Figure 1. Cell density map (run 1).
Scale: 4 px per um. The die is cut into 9 by 9 equal tiles; dark blue is low, red is high, 0 to 100% covered.
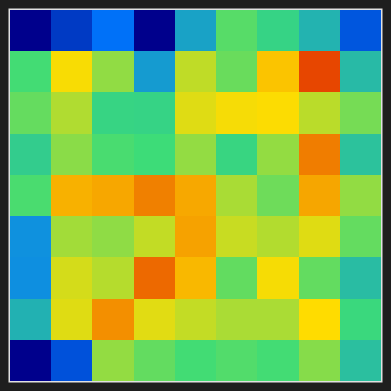
Figure 2. Port wiring (run 1).
Scale: 4 px per um.
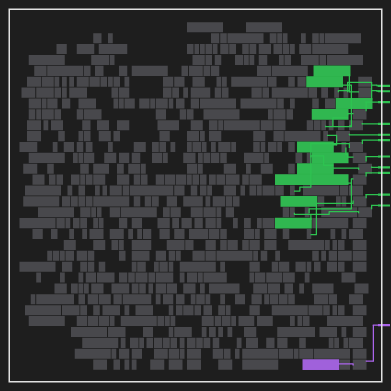
Figure 3. Placement view (run 1).
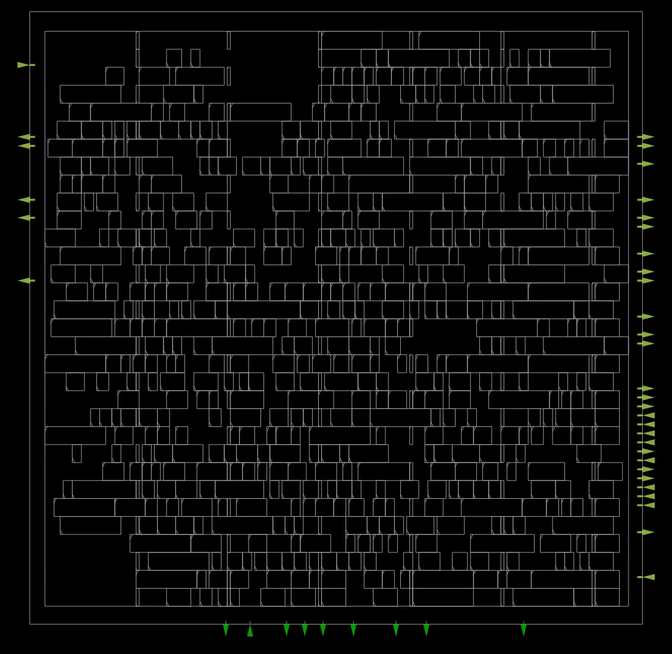
File: config.mk
export PLATFORM = sky130hd
export DESIGN_NAME = vga_console_writer
export DESIGN_NICKNAME = d
export VERILOG_FILES = /design/src/rtl/vga_console_writer.sv
export SDC_FILE = /design/constraint.sdc
export NUM_CORES = 1
export LEC_CHECK = 0
export CAP_MARGIN = 10
export CORE_MARGIN = 2
export CORE_UTILIZATION = 55
export DETAILED_ROUTE_END_ITERATION = 8
export PLACE_DENSITY = 0.77
export SLEW_MARGIN = 20
export SYNTH_ARGS = -nofsm -noshare
export SYNTH_HDL_FRONTEND = slang
export SYNTH_SLANG_ARGS = --single-unit
File: constraint.sdc
create_clock -name clk -period 3.29 [get_ports clk]
set_input_delay 0.329 -clock clk [delete_from_list [all_inputs] [get_ports clk]]
set_output_delay 0.329 -clock clk [all_outputs]
set_load 0.01 [all_outputs]
File: src/rtl/vga_console_writer.sv
// vga_console_writer: byte-stream text console driving the 40x30 VRAM write port.
// Define VGA_CONSOLE_TAB_EN to make HT (0x09) advance to the next 8-column tab stop.
module vga_console_writer #(
  parameter int COLS = 40,
  parameter int ROWS = 30,
  parameter int AW = 11,
  parameter logic [7:0] FILL = 8'h20
) (
  input  logic          clk,
  input  logic          rst_n,
  input  logic          char_valid,
  input  logic [7:0]    char_data,
  output logic          char_ready,
  output logic [AW-1:0] vram_waddr,
  output logic [7:0]    vram_wdata,
  output logic          vram_we,
  output logic [5:0]    cur_col,
  output logic [4:0]    cur_row
);
  typedef enum logic [1:0] {IDLE, CLEAR, CLRLINE} state_t;
  localparam logic [AW-1:0] LAST_ALL = AW'(COLS * ROWS - 1);
  localparam logic [AW-1:0] LAST_COL = AW'(COLS - 1);
  state_t r_state, w_state;
  logic [AW-1:0] r_addr, w_addr, r_cnt, w_cnt, r_waddr, w_waddr;
  logic [7:0] r_wdata, w_wdata;
  logic r_we, w_we, r_ready, w_nl, w_acc, w_print;
  logic [5:0] r_col, w_col;
  logic [4:0] r_row, w_row, w_row_nx;
`ifdef VGA_CONSOLE_TAB_EN
  logic [6:0] w_tab;
  assign w_tab = {1'b0, r_col[5:3], 3'b000} + 7'd8;
`endif
  assign w_acc = char_valid && r_ready;
  assign w_print = char_data >= 8'h20 && char_data <= 8'h7E;
  assign w_row_nx = (r_row == 5'(ROWS - 1)) ? 5'd0 : r_row + 5'd1;
  assign char_ready = r_ready;
  assign vram_waddr = r_waddr;
  assign vram_wdata = r_wdata;
  assign vram_we = r_we;
  assign cur_col = r_col;
  assign cur_row = r_row;
  // r_addr always tracks the cursor cell (or the next cell to clear while clearing)
  always_comb begin
    w_state = r_state;
    w_addr = r_addr;
    w_cnt = r_cnt;
    w_col = r_col;
    w_row = r_row;
    w_we = 1'b0;
    w_waddr = r_waddr;
    w_wdata = r_wdata;
    w_nl = 1'b0;
    if (r_state != IDLE) begin
      w_we = 1'b1;
      w_waddr = r_addr;
      w_wdata = FILL;
      w_addr = r_addr + AW'(1);
      w_cnt = r_cnt + AW'(1);
      if (r_cnt == ((r_state == CLEAR) ? LAST_ALL : LAST_COL)) begin
        w_state = IDLE;
        w_cnt = '0;
        w_addr = (r_state == CLEAR) ? '0 : r_addr - LAST_COL;
        w_col = '0;
        w_row = (r_state == CLEAR) ? 5'd0 : r_row;
      end
    end else if (w_acc) begin
      if (w_print) begin
        w_we = 1'b1;
        w_waddr = r_addr;
        w_wdata = char_data;
        w_col = r_col + 6'd1;
        w_addr = r_addr + AW'(1);
        w_nl = (r_col == 6'(COLS - 1));
      end else if (char_data == 8'h0A) begin
        w_nl = 1'b1;
      end else if (char_data == 8'h0D) begin
        w_col = '0;
        w_addr = r_addr - AW'(r_col);
      end else if (char_data == 8'h08 && r_col != '0) begin
        w_we = 1'b1;
        w_waddr = r_addr - AW'(1);
        w_wdata = FILL;
        w_col = r_col - 6'd1;
        w_addr = r_addr - AW'(1);
      end else if (char_data == 8'h0C) begin
        w_state = CLEAR;
        w_cnt = '0;
        w_addr = '0;
      end
`ifdef VGA_CONSOLE_TAB_EN
      else if (char_data == 8'h09) begin
        w_nl = (w_tab >= 7'(COLS));
        w_col = w_tab[5:0];
        w_addr = r_addr + AW'(w_tab) - AW'(r_col);
      end
`endif
    end
    // newline (LF, autowrap, tab past the edge) enters and clears the next row
    if (w_nl) begin
      w_state = CLRLINE;
      w_cnt = '0;
      w_col = '0;
      w_row = w_row_nx;
      w_addr = AW'(w_row_nx) * AW'(COLS);
    end
  end
  always_ff @(posedge clk or negedge rst_n) begin
    if (!rst_n) begin
      r_state <= CLEAR;
      r_addr <= '0;
      r_cnt <= '0;
      r_col <= '0;
      r_row <= '0;
      r_we <= 1'b0;
      r_waddr <= '0;
      r_wdata <= FILL;
      r_ready <= 1'b0;
    end else begin
      r_state <= w_state;
      r_addr <= w_addr;
      r_cnt <= w_cnt;
      r_col <= w_col;
      r_row <= w_row;
      r_we <= w_we;
      r_waddr <= w_waddr;
      r_wdata <= w_wdata;
      r_ready <= (w_state == IDLE);
    end
  end
endmodule

==> job_summary.md, run 1 <==
## Synthesis and layout report

| Metric | Value |
|---|---|
| Summed instance area of the synthesized netlist | `4330 sq um` |
| Max Root-Sink Buffers | `2` |
| Run status | `finished, final reports clean` |
| Placed Instances | `682` |
| Filler cell count in the final layout | `699` |
| Number of register bits inferred by synthesis | `56` |
| Number of buffers created by CTS | `5` |
| Die y size | `92.7 um` |
| GRT overflow | `0` |
| Max-slew violation count | `0` |
| DRC errors left | `0` |
| CP Launch Type | `flop` |
| Dominant Register Cell | `sky130_fd_sc_hd__dfrtp_1` |
| Category of the critical setup timing path | `reg2reg` |
| # Post-CTS Setup Buffers | `0` |
| Cell with the largest stage delay on the worst path | `sky130_fd_sc_hd__or4_4` |
| Worst Max-Slew Pin Slew | `0.781 ns` |
| # resized after CTS | `0` |
| Final RePlAce weighted congestion | `0.967` |
| Leading cell types by count after synthesis | `sky130_fd_sc_hd__nand2_1 (73), sky130_fd_sc_hd__nor2_1 (59), sky130_fd_sc_hd__o21ai_0 (56)` |
| Pin count of the biggest net entering global routing | `47` |
| Critical path buffers and inverters | `2` |
| Cell Pwr Density | `550 nW/um^2` |
| CTS Hold Buffers Added | `0` |
| Arrival time at the worst endpoint | `3.10 ns` |
| Starting DRC count in detailed routing | `622` |
| Total via count in the routed design | `4400` |
| Horizontal die dimension | `92.7 um` |
About Figure 1:
mean over tiles: 57%
emptiest ninth of the die: north-west
tiles over 75% full: 15%
nearly empty tiles: 3.7%

About Figure 2:
legend:
  purple:
    port: vram_we
    direction: output
    end_cells: 1
    buffers: 1
    wire: 16.5 um
  green:
    port: vram_waddr
    direction: output
    end_cells: 11
    buffers: 11
    wire: 206 um
number of input and output port buffers inserted: 42
top-level I/O count: 43

About Figure 3:
# Taps: 102
sequential cell area share: 28.1%
num sequential: 56
filler-free cell count of the finished design: 690
Rows: 32

## run 1: power by group
part / switching [mW] / internal (mW)
logic: 0.723 / 0.570
clock network: 0.246 / 0.230
registers: 0.171 / 0.807
## run 1: registers in the layout, summed over array words and instances (netlist names)
name / cells
vram_wdata: 8
vram_waddr: 11
r_state: 2
cur_row: 5
cur_col: 6
r_cnt: 11
vram_we: 1
r_addr: 11
char_ready: 1
## run 1: final cells by class
type / instances / area (sq um) / area share [%]
multi-input combinational: 443 / 2700 / 54.1
sequential: 56 / 1400 / 28.1
tap: 102 / 128 / 2.55
timing repair buffer: 64 / 583 / 11.7
clock buffer: 5 / 68.8 / 1.38
inverter: 17 / 63.8 / 1.28
clock inverter: 3 / 47.5 / 0.951
## run 1: final timing paths
path / to / slack [ns] / depth (start not counted)
worst max-delay path: r_addr[4]$_DFFE_PN0P_ / 0.39 / 9
worst min-delay path: vram_we$_DFF_PN0_ / 0.008 / 1
worst max register to register: r_addr[4]$_DFFE_PN0P_ / 0.39 / 9
worst min register to register: vram_wdata[2]$_DFFE_PN0P_ / 0.47 / 2
max in group asynchronous: r_cnt[10]$_DFFE_PN0P_ / 2.69 / 2
min in group clk: vram_wdata[2]$_DFFE_PN0P_ / 0.47 / 2
## run 1: layout by cell type, fill, tap and decap left out, types with 11 or more instances in the layout
cell / Yosys / final
sky130_fd_sc_hd__buf_4: 0 / 23
sky130_fd_sc_hd__xor2_1: 12 / 12
sky130_fd_sc_hd__nand2_1: 73 / 73
sky130_fd_sc_hd__o21ai_0: 56 / 55
sky130_fd_sc_hd__clkdlybuf4s50_1: 0 / 41
sky130_fd_sc_hd__nand3_1: 21 / 21
sky130_fd_sc_hd__xnor2_1: 16 / 16
sky130_fd_sc_hd__ha_1: 18 / 18
sky130_fd_sc_hd__and3_1: 11 / 11
sky130_fd_sc_hd__dfrtp_1: 54 / 54
sky130_fd_sc_hd__a21oi_1: 31 / 31
sky130_fd_sc_hd__nor2_1: 59 / 59
sky130_fd_sc_hd__inv_1: 17 / 17
sky130_fd_sc_hd__nor3_1: 17 / 17
## run 1: through the flow
stage	power [mW]	hold WS [ns]	instance area (sq um)	setup WS, ns	util (%)
6_report	2.75	0.00819	5000	0.388	65.0
5_1_grt	2.92	0.0610	5000	0.169	65.0
4_1_cts	2.73	0.237	4990	0.424	65.0
3_5_place_dp	2.25	0.456	4880	0.139	63.5
3_3_place_gp	2.22	0.450	4880	0.322	63.5
2_1_floorplan	1.81	0.0334	4330	0.732	-
## run 1: kinds of logic (layout without fill, tap and decap cells)
family | after synthesis | after routing | synth area share (%)
buffers and inverters | 53 | 89 | 5.17
XOR/XNOR | 28 | 28 | 5.66
AND/OR/NAND/NOR | 217 | 217 | 23.3
AND-OR/OR-AND | 175 | 175 | 26.6
adder cells (fa/ha/maj) | 20 | 20 | 6.13
flip-flops | 56 | 56 | 32.4
multiplexers | 3 | 3 | 0.722
## run 1: layer usage
metal	wire [um]	up-vias
met4	267	0
met5	0	-
met2	5550	208
met3	975	25
met1	5650	2112
li1	-	2055
Figure 4. Cells by drive strength (run 1).
Scale: 4 px per um.
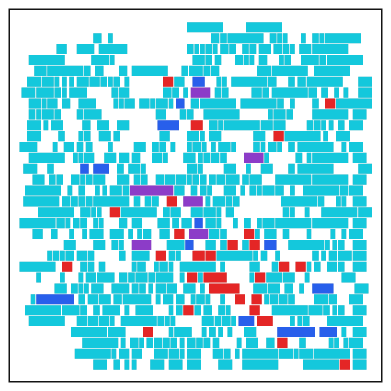

## Run 2: what changed since run 1
--- a/config.mk
+++ b/config.mk
@@ -10,6 +10,7 @@
 export CORE_UTILIZATION = 55
 export DETAILED_ROUTE_END_ITERATION = 8
 export PLACE_DENSITY = 0.77
+export SETUP_SLACK_MARGIN = 0.4
 export SLEW_MARGIN = 20
 export SYNTH_ARGS = -nofsm -noshare
 export SYNTH_HDL_FRONTEND = slang
Figure 5. Cells by drive strength (run 2).
Scale: 4 px per um.
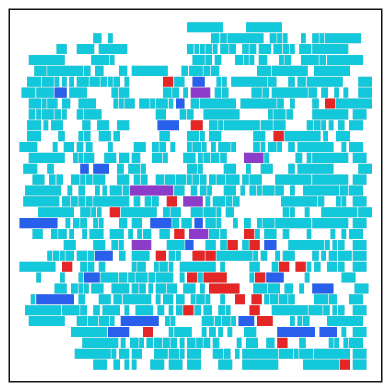
legend:
  purple:
    size: drive 6 and up
    cells: 6
    share: 1.0%
  blue:
    size: drive 2
    cells: 21
    share: 3.6%
  cyan:
    size: drive 1 or less
    cells: 533
    share: 91%
  red:
    size: drive 3 to 4
    cells: 28
    share: 4.8%

Figure 6. Port wiring (run 2).
Scale: 4 px per um.
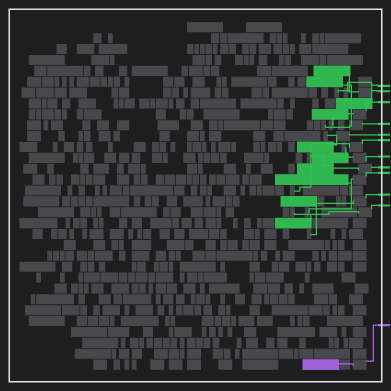
legend:
  green:
    port: vram_waddr
    direction: output
    end_cells: 11
    buffers: 11
    wire: 206 um
  purple:
    port: vram_we
    direction: output
    end_cells: 1
    buffers: 1
    wire: 16.5 um

==> run 2 against run 1 <==
Compared with the run above:
- power is 1.3% higher
- via count is 0.14% higher
- worst hold slack worse by 0.0038 ns
- critical path depth is 2 lower
- core utilization is 0.33 points higher
- sequential power hardly changed
- clock power hardly changed
- register-to-register slack better by 0.13 ns
- critical path type unchanged
- largest power group unchanged
==> job_summary.md, run 2 <==
## Synthesis and layout report

| Metric | Value |
|---|---|
| Top cell excl fill/tap | `sky130_fd_sc_hd__nand2_1` |
| Number of buffers created by CTS | `5` |
| Run status | `finished, final reports clean` |
| Max-slew violation count | `0` |
| Starting DRC count in detailed routing | `468` |
| Placed Instances | `682` |
| Cell with the largest stage delay on the worst path | `sky130_fd_sc_hd__or4_4` |
| Category of the critical setup timing path | `reg2reg` |
| Final RePlAce weighted congestion | `0.967` |
| CP Launch Type | `flop` |
| Top-level I/O count | `43` |
| Leading cell types by count after synthesis | `sky130_fd_sc_hd__nand2_1 (73), sky130_fd_sc_hd__nor2_1 (59), sky130_fd_sc_hd__o21ai_0 (56)` |
| # Post-CTS Setup Buffers | `0` |
| CTS Hold Buffers Added | `0` |
| Final Core Density | `65.3%` |
| Summed instance area of the synthesized netlist | `4330 sq um` |
| Highest routed layer | `met4` |
| Filler-free cell count of the finished design | `690` |
| Routed length on met1 | `5670 um` |
| Rows | `32` |
| Total via count in the routed design | `4406` |
| Total power draw | `2.78 mW` |
| Hold Slack | `0.00440 ns` |
| Number of input and output port buffers inserted | `42` |
| DRC errors left | `0` |
| GRT overflow | `0` |
| Number of register bits inferred by synthesis | `56` |
-- run 2: cell types whose count changed in the layout (fill, tap and decap cells not counted) --
cell                        delta
sky130_fd_sc_hd__dfrtp_1       -2
sky130_fd_sc_hd__dfrtp_2       +2
sky130_fd_sc_hd__a2111oi_0     -1
sky130_fd_sc_hd__a2111oi_2     +1
sky130_fd_sc_hd__a211oi_1      -1
sky130_fd_sc_hd__a211oi_2      +1
sky130_fd_sc_hd__a21oi_1       -1
sky130_fd_sc_hd__a21oi_2       +1
sky130_fd_sc_hd__ha_1          -1
sky130_fd_sc_hd__ha_2          +1
sky130_fd_sc_hd__o2111a_1      -1
sky130_fd_sc_hd__o2111a_2      +1
sky130_fd_sc_hd__o21bai_1      -1
sky130_fd_sc_hd__o21bai_2      +1
-- run 2: cells by family after synthesis --
group,Yosys count,share of synthesized area (%)
xor+xnor,28,5.66
simple gates,217,23.3
mux,3,0.722
fa+ha+maj,20,6.13
flops,56,32.4
compound gates,175,26.6
buf+inv,53,5.17
-- run 2: worst register-to-register path: stages (launching register included) --
cell	delay, ns
sky130_fd_sc_hd__dfrtp_1	0.53
sky130_fd_sc_hd__or3_1	0.45
sky130_fd_sc_hd__o2111a_2	0.38
sky130_fd_sc_hd__or4_4	0.56
sky130_fd_sc_hd__o31ai_4	0.30
sky130_fd_sc_hd__buf_4	0.24
sky130_fd_sc_hd__o21ai_0	0.09
sky130_fd_sc_hd__o311ai_0	0.10
-- run 2: layer usage --
layer  GRT usage, %  vias up
met3           4.31       29
met2           45.7      211
met4           11.6        0
met1           43.5     2115
li1               -     2051
met5              0        -
-- run 2: layout make-up --
cell class | instances | area [sq um]
clock buffers | 5 | 68.8
clock inverters | 3 | 47.5
fillers | 702 | 2670
inverters | 17 | 63.8
multi-input cells | 443 | 2730
flip-flops and latches | 56 | 1410
well taps | 102 | 128
repair buffers | 64 | 583
-- run 2: worst paths after layout --
path / from / end / slack, ns
max: cur_col[3]$_DFFE_PN0P_ / r_addr[4]$_DFFE_PN0P_ / 0.52
min: rst_n / vram_we$_DFF_PN0_ / 0.004
max reg2reg: cur_col[3]$_DFFE_PN0P_ / r_addr[4]$_DFFE_PN0P_ / 0.52
min reg2reg: vram_wdata[2]$_DFFE_PN0P_ / vram_wdata[2]$_DFFE_PN0P_ / 0.47
max in group asynchronous: rst_n / r_cnt[10]$_DFFE_PN0P_ / 2.69
min in group clk: vram_wdata[2]$_DFFE_PN0P_ / vram_wdata[2]$_DFFE_PN0P_ / 0.47
-- run 2: power by group --
part	switching, mW	internal (mW)	total, mW
logic	0.741	0.582	1.32
registers	0.173	0.808	0.981
clock network	0.249	0.230	0.479
-- run 2: per-stage QoR --
stage          area, sq um  worst slack, ns
2_1_floorplan         4330            0.732
3_3_place_gp          4880            0.322
3_5_place_dp          4880            0.139
4_1_cts               4990            0.424
5_1_grt               5020            0.398
6_report              5020            0.519
-- run 2: what timing repair did --
item,CTS,global route
hold endpoints to repair,0,0
setup endpoints to repair,0,11
gates resized,0,9
Power figures rest on the tool's default switching activity, not on a simulated workload.
